Fig. 1: run 1, routing congestion map
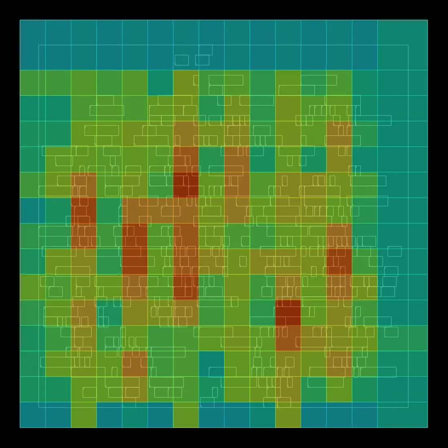
Fig. 2: run 1, wiring by layer
Two of the layers only.
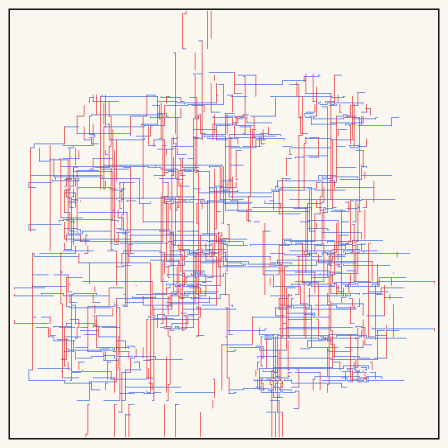
Fig. 3: run 1, sequential cells coloured by netlist name
Other sequential cells in the stronger grey, the rest of the logic in the fainter grey.
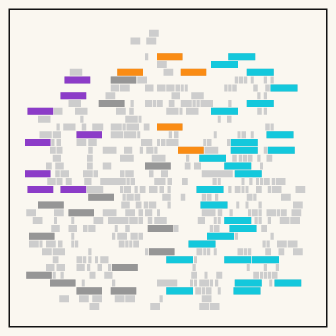
Fig. 4: run 1, supply network
Bar = 20 um. Pins as bars on the die edge. Tap cells in grey.
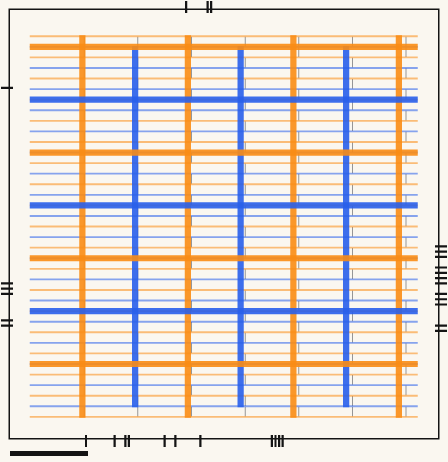
### config.mk
export PLATFORM = sky130hd
export DESIGN_NAME = sccb_reg_sequencer
export DESIGN_NICKNAME = d
export VERILOG_FILES = /design/src/rtl/sccb_reg_sequencer.sv
export SDC_FILE = /design/constraint.sdc
export NUM_CORES = 1
export LEC_CHECK = 0
export ABC_CLOCK_PERIOD_IN_PS = 4500
export CORE_MARGIN = 5
export CORE_UTILIZATION = 30
export CTS_CLUSTER_DIAMETER = 80
export CTS_CLUSTER_SIZE = 30
export DETAILED_ROUTE_END_ITERATION = 12
export GPL_TIMING_DRIVEN = 0
export PLACE_DENSITY = 0.46
export SETUP_SLACK_MARGIN = 0.3
export SYNTH_ARGS = -nofsm -noshare
export SYNTH_HDL_FRONTEND = slang
export SYNTH_SLANG_ARGS = --single-unit
### constraint.sdc
create_clock -name clk -period 4.5 [get_ports clk]
set_input_delay 0.9 -clock clk [delete_from_list [all_inputs] [get_ports clk]]
set_output_delay 0.9 -clock clk [all_outputs]
set_load 0.05 [all_outputs]
### src/rtl/sccb_reg_sequencer.sv
// rtl/sccb_reg_sequencer.sv - walks a {reg,val} ROM and writes each entry to the sensor over SCCB
// Optional SCCB_DELAY_CMD_EN: ROM word 16'hFFF0 becomes a DELAY_CYCLES bus-idle wait.
module sccb_reg_sequencer #(
  parameter int unsigned CLK_DIV      = 250,
  parameter logic [7:0]  DEVICE_ID    = 8'h42,
  parameter int unsigned ADDR_W       = 8,
  parameter int unsigned DELAY_CYCLES = 1_000_000
) (
  input  logic              clk,
  input  logic              reset,
  input  logic              start,
  output logic [ADDR_W-1:0] rom_addr,
  input  logic [15:0]       rom_data,
  output logic              sioc,
  output logic              siod,
  output logic              siod_oe,
  output logic              busy,
  output logic              done
);

  localparam int unsigned    DIV_W    = (CLK_DIV > 1) ? $clog2(CLK_DIV) : 1;
  localparam logic [DIV_W-1:0] DIV_LAST = DIV_W'(CLK_DIV - 1);

`ifdef SCCB_DELAY_CMD_EN
  typedef enum logic [3:0] {
    S_IDLE, S_FETCH, S_DECODE, S_START, S_BITS, S_STOP, S_GAP, S_DELAY, S_DONE
  } state_t;
`else
  typedef enum logic [3:0] {
    S_IDLE, S_FETCH, S_DECODE, S_START, S_BITS, S_STOP, S_GAP, S_DONE
  } state_t;
`endif

  state_t           state, next_state;
  logic [DIV_W-1:0] div_cnt;
  logic [1:0]       quarter;
  logic [4:0]       bit_cnt;
  logic [26:0]      shreg;
  logic             tick;
  logic             last_addr;
  logic             dont_care;

  assign tick      = (div_cnt == DIV_LAST);
  assign last_addr = &rom_addr;
  // ACK slots of the three 9-bit phases are released to the sensor
  assign dont_care = (bit_cnt == 5'd8) || (bit_cnt == 5'd17) || (bit_cnt == 5'd26);

`ifdef SCCB_DELAY_CMD_EN
  localparam int unsigned DLY_W = (DELAY_CYCLES > 1) ? $clog2(DELAY_CYCLES) : 1;
  logic [DLY_W-1:0] dly_cnt;
  logic             dly_done;

  assign dly_done = (dly_cnt == DLY_W'(DELAY_CYCLES - 1));

  always_ff @(posedge clk or posedge reset) begin
    if (reset)
      dly_cnt <= '0;
    else if (state != S_DELAY)
      dly_cnt <= '0;
    else
      dly_cnt <= dly_cnt + DLY_W'(1);
  end
`endif

  always_ff @(posedge clk or posedge reset) begin
    if (reset)
      state <= S_IDLE;
    else
      state <= next_state;
  end

  always_comb begin
    next_state = state;
    case (state)
      S_IDLE, S_DONE: if (start) next_state = S_FETCH;
      S_FETCH:        next_state = S_DECODE;
      S_DECODE: begin
        if (rom_data == 16'hFFFF)
          next_state = S_DONE;
`ifdef SCCB_DELAY_CMD_EN
        else if (rom_data == 16'hFFF0)
          next_state = S_DELAY;
`endif
        else
          next_state = S_START;
      end
      S_START: if (tick && quarter == 2'd1) next_state = S_BITS;
      S_BITS:  if (tick && quarter == 2'd3 && bit_cnt == 5'd26) next_state = S_STOP;
      S_STOP:  if (tick && quarter == 2'd2) next_state = S_GAP;
      S_GAP:   if (tick && quarter == 2'd3) next_state = last_addr ? S_DONE : S_FETCH;
`ifdef SCCB_DELAY_CMD_EN
      S_DELAY: if (dly_done) next_state = S_FETCH;
`endif
      default: next_state = S_IDLE;
    endcase
  end

  // Quarter/bit timing restarts on every state change
  always_ff @(posedge clk or posedge reset) begin
    if (reset) begin
      div_cnt  <= '0;
      quarter  <= '0;
      bit_cnt  <= '0;
      shreg    <= '1;
      rom_addr <= '0;
    end else begin
      if (next_state != state) begin
        div_cnt <= '0;
        quarter <= '0;
        bit_cnt <= '0;
      end else if (tick) begin
        div_cnt <= '0;
        quarter <= quarter + 2'd1;
        if (state == S_BITS && quarter == 2'd3) begin
          bit_cnt <= bit_cnt + 5'd1;
          shreg   <= {shreg[25:0], 1'b1};
        end
      end else begin
        div_cnt <= div_cnt + DIV_W'(1);
      end

      if (state == S_DECODE)
        shreg <= {DEVICE_ID[7:1], 1'b0, 1'b1, rom_data[15:8], 1'b1, rom_data[7:0], 1'b1};

      if ((state == S_IDLE || state == S_DONE) && start)
        rom_addr <= '0;
      else if (state == S_GAP && next_state == S_FETCH)
        rom_addr <= rom_addr + ADDR_W'(1);
`ifdef SCCB_DELAY_CMD_EN
      else if (state == S_DELAY && next_state == S_FETCH)
        rom_addr <= rom_addr + ADDR_W'(1);
`endif
    end
  end

  always_comb begin
    sioc    = 1'b1;
    siod    = 1'b1;
    siod_oe = 1'b1;
    busy    = 1'b1;
    done    = 1'b0;
    case (state)
      S_IDLE: busy = 1'b0;
      S_DONE: begin
        busy = 1'b0;
        done = 1'b1;
      end
      S_START: siod = (quarter == 2'd0);
      S_BITS: begin
        sioc = (quarter == 2'd1) || (quarter == 2'd2);
        if (dont_care)
          siod_oe = 1'b0;
        else
          siod = shreg[26];
      end
      S_STOP: begin
        sioc = (quarter != 2'd0);
        siod = (quarter == 2'd2);
      end
      default: ;
    endcase
  end

endmodule

==> results.toml, run 1 <==
# flow metrics
[cts]
clock_tree_from_tritoncts = "built"
cts_num_sinks = 53

[detailed_routing]
first_pass_iters = 4
detail_route.vias_per_cell = 4.79

[yosys]
post_synth_ao_oa_area_fraction = 0.0853
adder_cell_area_share_of_the_yosys_netlist = 0.0458
synth-simple-area-share = 0.294
post_synth_instance_area_sq_um = 3010

[worst_setup_path]
timing.rr.start = "div_cnt[0]$_DFF_PP0_"
r2r_setup_slack_ps = 2130

[global_route]
wire_length_of_the_first_global_routing_pass_um = 12000
gr_ovfl_total = 0

[final_layout]
multi_input_comb_area_sq_um = 1510
signal_buffer_area_fraction = 0.117
final_nets = 396
comb-cell-share = 0.416

[sta]
worst-slew-pin-transition_ps = 492

[placed_design]
hpwl_um = 5170
dpl_worst_slack_ps = 1270

[power]
power.static_leakage_nw = 1.47
power.density_nw_per_um2 = 411

[outcome]
status = "finished, final reports clean"
Back to the opening pictures, Fig. 1:
met1 GRT Util: 0.168
grt met3 use: 0.0256
wire length per cell: 14.1 um
total routing usage reported by global routing: 0.125
layer carrying the most global-route usage: met2

Back to the opening pictures, Fig. 2:
blue -> met1  # wire length 3410 um
red -> met2  # wire length 3320 um

Back to the opening pictures, Fig. 3:
cyan -> shreg  # sequential cells 26
orange -> bit_cnt  # sequential cells 5, where north
purple -> div_cnt  # sequential cells 8
not coloured = 14
Final Util: 0.372
reported sequential group power: 696 uW
fraction of area in registers: 0.374

Back to the opening pictures, Fig. 4:
orange -> VSS
blue -> VDD
tap cells = 133
signal pins = 32
Max VDD drop: 0.149 mV
placeable core region: 9770 sq um
die outline height: 110 um
die boundary width: 110 um

## run 1: routing by layer
layer,vias up,wire [um],GRT usage
met3,8,269,0.0256
met5,-,0,0
li1,1198,-,-
met4,0,50,0.0290
met1,1161,3410,0.168
met2,29,3320,0.208
## run 1: power breakdown
part           leakage, nW  internal (mW)  switching [mW]
Combinational        0.759          0.169           0.254
Sequential           0.645          0.633          0.0630
Clock               0.0669          0.202           0.173
## run 1: flip-flops by register name, indices dropped and copies added, names as in the netlist
register and cells:
rom_addr 8, div_cnt 8, shreg 26, state 4, quarter 2, bit_cnt 5
Fig. 5: run 1, close-up of the layout
Region (70, 15) to (95, 40) um. Cells in grey, sequential cells in the stronger grey; small squares are vias.
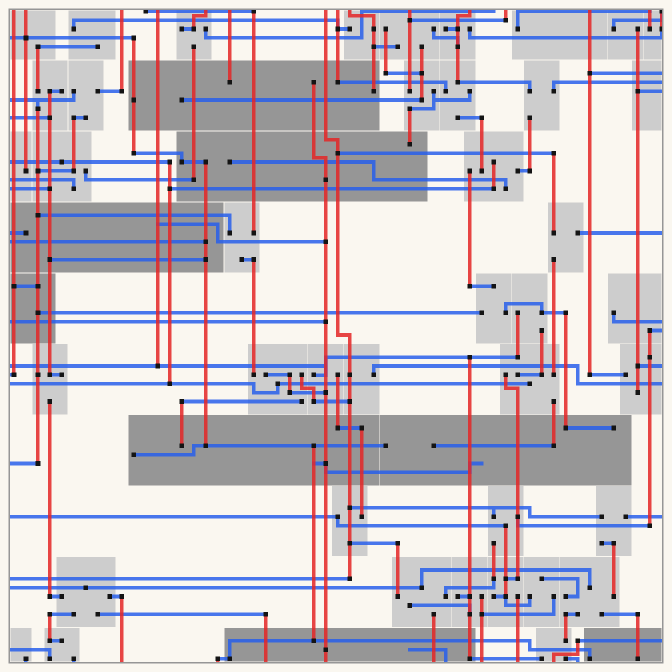

==> run 2, diff against run 1 <==
ABC_CLOCK_PERIOD_IN_PS = 3250   (was 4500)
PLACE_DENSITY = 0.47   (was 0.46)
clock period = 3.25 ns   (was 4.5 ns; I/O delays follow)
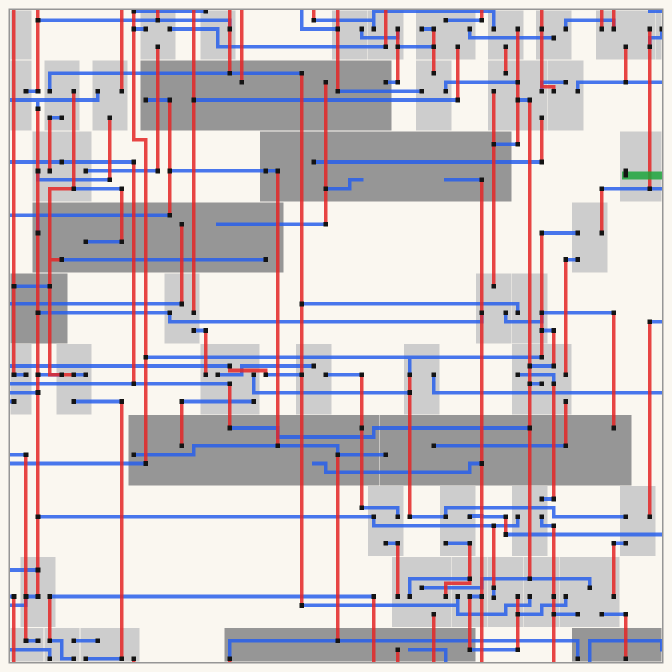
Fig. 6. Close-up of the layout (run 2).
Region (70, 15) to (95, 40) um. Cells in grey, sequential cells in the stronger grey; small squares are vias.
red -> met2
green -> met3
blue -> met1
cells with their middle in the window = 40
netlist names of flops here include = shreg (5)
most frequent = nand2_1 (18), nor2_1 (7), a31oi_1 (7)
sequential cells in the window = 5

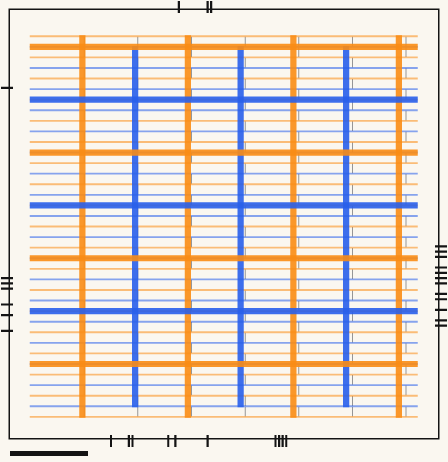
Fig. 7. Supply network (run 2).
Bar = 20 um. Pins as bars on the die edge. Tap cells in grey.
blue -> VDD
orange -> VSS
tap cells = 133
rows = 36

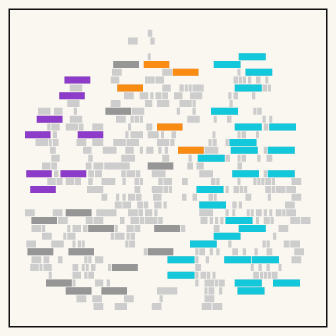
Fig. 8. Sequential cells coloured by netlist name (run 2).
Other sequential cells in the stronger grey, the rest of the logic in the fainter grey.
cyan -> shreg  # sequential cells 26
purple -> div_cnt  # sequential cells 8
orange -> bit_cnt  # sequential cells 5, where north
not coloured = 14
reported sequential group power: 965 uW
fraction of area in registers: 0.376
Seq. cell area: 1360 sq um
Final Util: 0.369

==> run 2 against run 1 <==
Utilization shrank 0.27 points. Sequential share of layout area grew 0.27 points. Area after synthesis is the same. Wire length grew 1.2%. Critical path depth shrank 1. Cell count is the same. Critical endpoint is now sioc. Largest power group unchanged. Highest routed layer unchanged.
==> results.toml, run 2 <==
# flow metrics
[outcome]
status = "finished, final reports clean"

[power]
pg_clk_uw = 455
sequential_group_share_of_total_power = 0.482
switching_share = 0.336
power.switching_uw = 672
power_frac_clock = 0.227
power.static_leakage_nw = 1.47
comb_power_share = 0.291
vdd_drop_max_mv = 0.204
power.density_nw_per_um2 = 555
internal-power_mw = 1.33
pg_comb_uw = 583

[detailed_routing]
dr_wl_met2_um = 3370
initial_detailed_routing_violation_count = 124
top_layer = "met4"
wl_on_met1_um = 3340
detailroute.wirelength.met3_um = 298
first_pass_iters = 4
detail_route.vias_per_cell = 4.82
wire_length_per_cell_um = 14.3

[global_route]
wire_length_of_the_first_global_routing_pass_um = 12000
grt.met1_usage = 0.166
gr-usage-met2 = 0.199
gr_ovfl_total = 0
grt_use_total = 0.124
layer_carrying_the_most_global_route_usage = "met2"

[cts]
cts_num_sinks = 53
clock_tree_from_tritoncts = "built"

[worst_setup_path]
timing.rr.start = "div_cnt[0]$_DFF_PP0_"
timing.critical_path.slowest_stage_cell = "clkdlybuf4s50_1"
r2r_setup_slack_ps = 850

[floorplanning]
core-area_sq_um = 9770
dieHeight_um = 110

[sta]
worst-slew-pin-transition_ps = 515

[final_layout]
registers.top_by_ff_count = "shreg"
number_of_flip_flops_under_the_largest_register_name = 26
largest_registers = "shreg: 26 flops, div_cnt: 8 flops, rom_addr: 8 flops"
final_nets = 396
area_delta_synth_final_pct = 20.1

[yosys]
post_synth_instance_area_sq_um = 3010
synth_flop_count = 53
synth.lib_cells_used.distinct = 53

[placed_design]
placed_cells = 492
place.gp.congestion = 0.826
## run 2: cell counts after synthesis
No cell type changed its count.
## run 2: repair_timing
action                                  CTS  global route
endpoints found under the setup margin    2             3
pin swaps                                 0             0
hold endpoints to repair                  0             0
resized                                   2             5
## run 2: cell type report
cell class	count	area, sq um	share of cell area
clock inverter	1	6.26	0.00173
inverter	11	41.3	0.0114
tap	133	166	0.0461
clock buffer	7	108	0.0298
buffer	16	95.1	0.0263
timing repair buffer	32	323	0.0894
sequential	53	1360	0.376
multi-input combinational	247	1510	0.419
## run 2: kinds of logic after synthesis
logic type	count (synthesis)	synth area share
AOI/OAI and AO/OA	37	0.0853
buffers and inverters	27	0.0454
xor gates and xnor gates	19	0.0578
other	1	0.00125
DFF	53	0.452
muxes	5	0.0187
and+or+nand+nor	174	0.294
adders and majority gates	11	0.0458
No activity file was given, so power comes from the tool's default toggle rates.
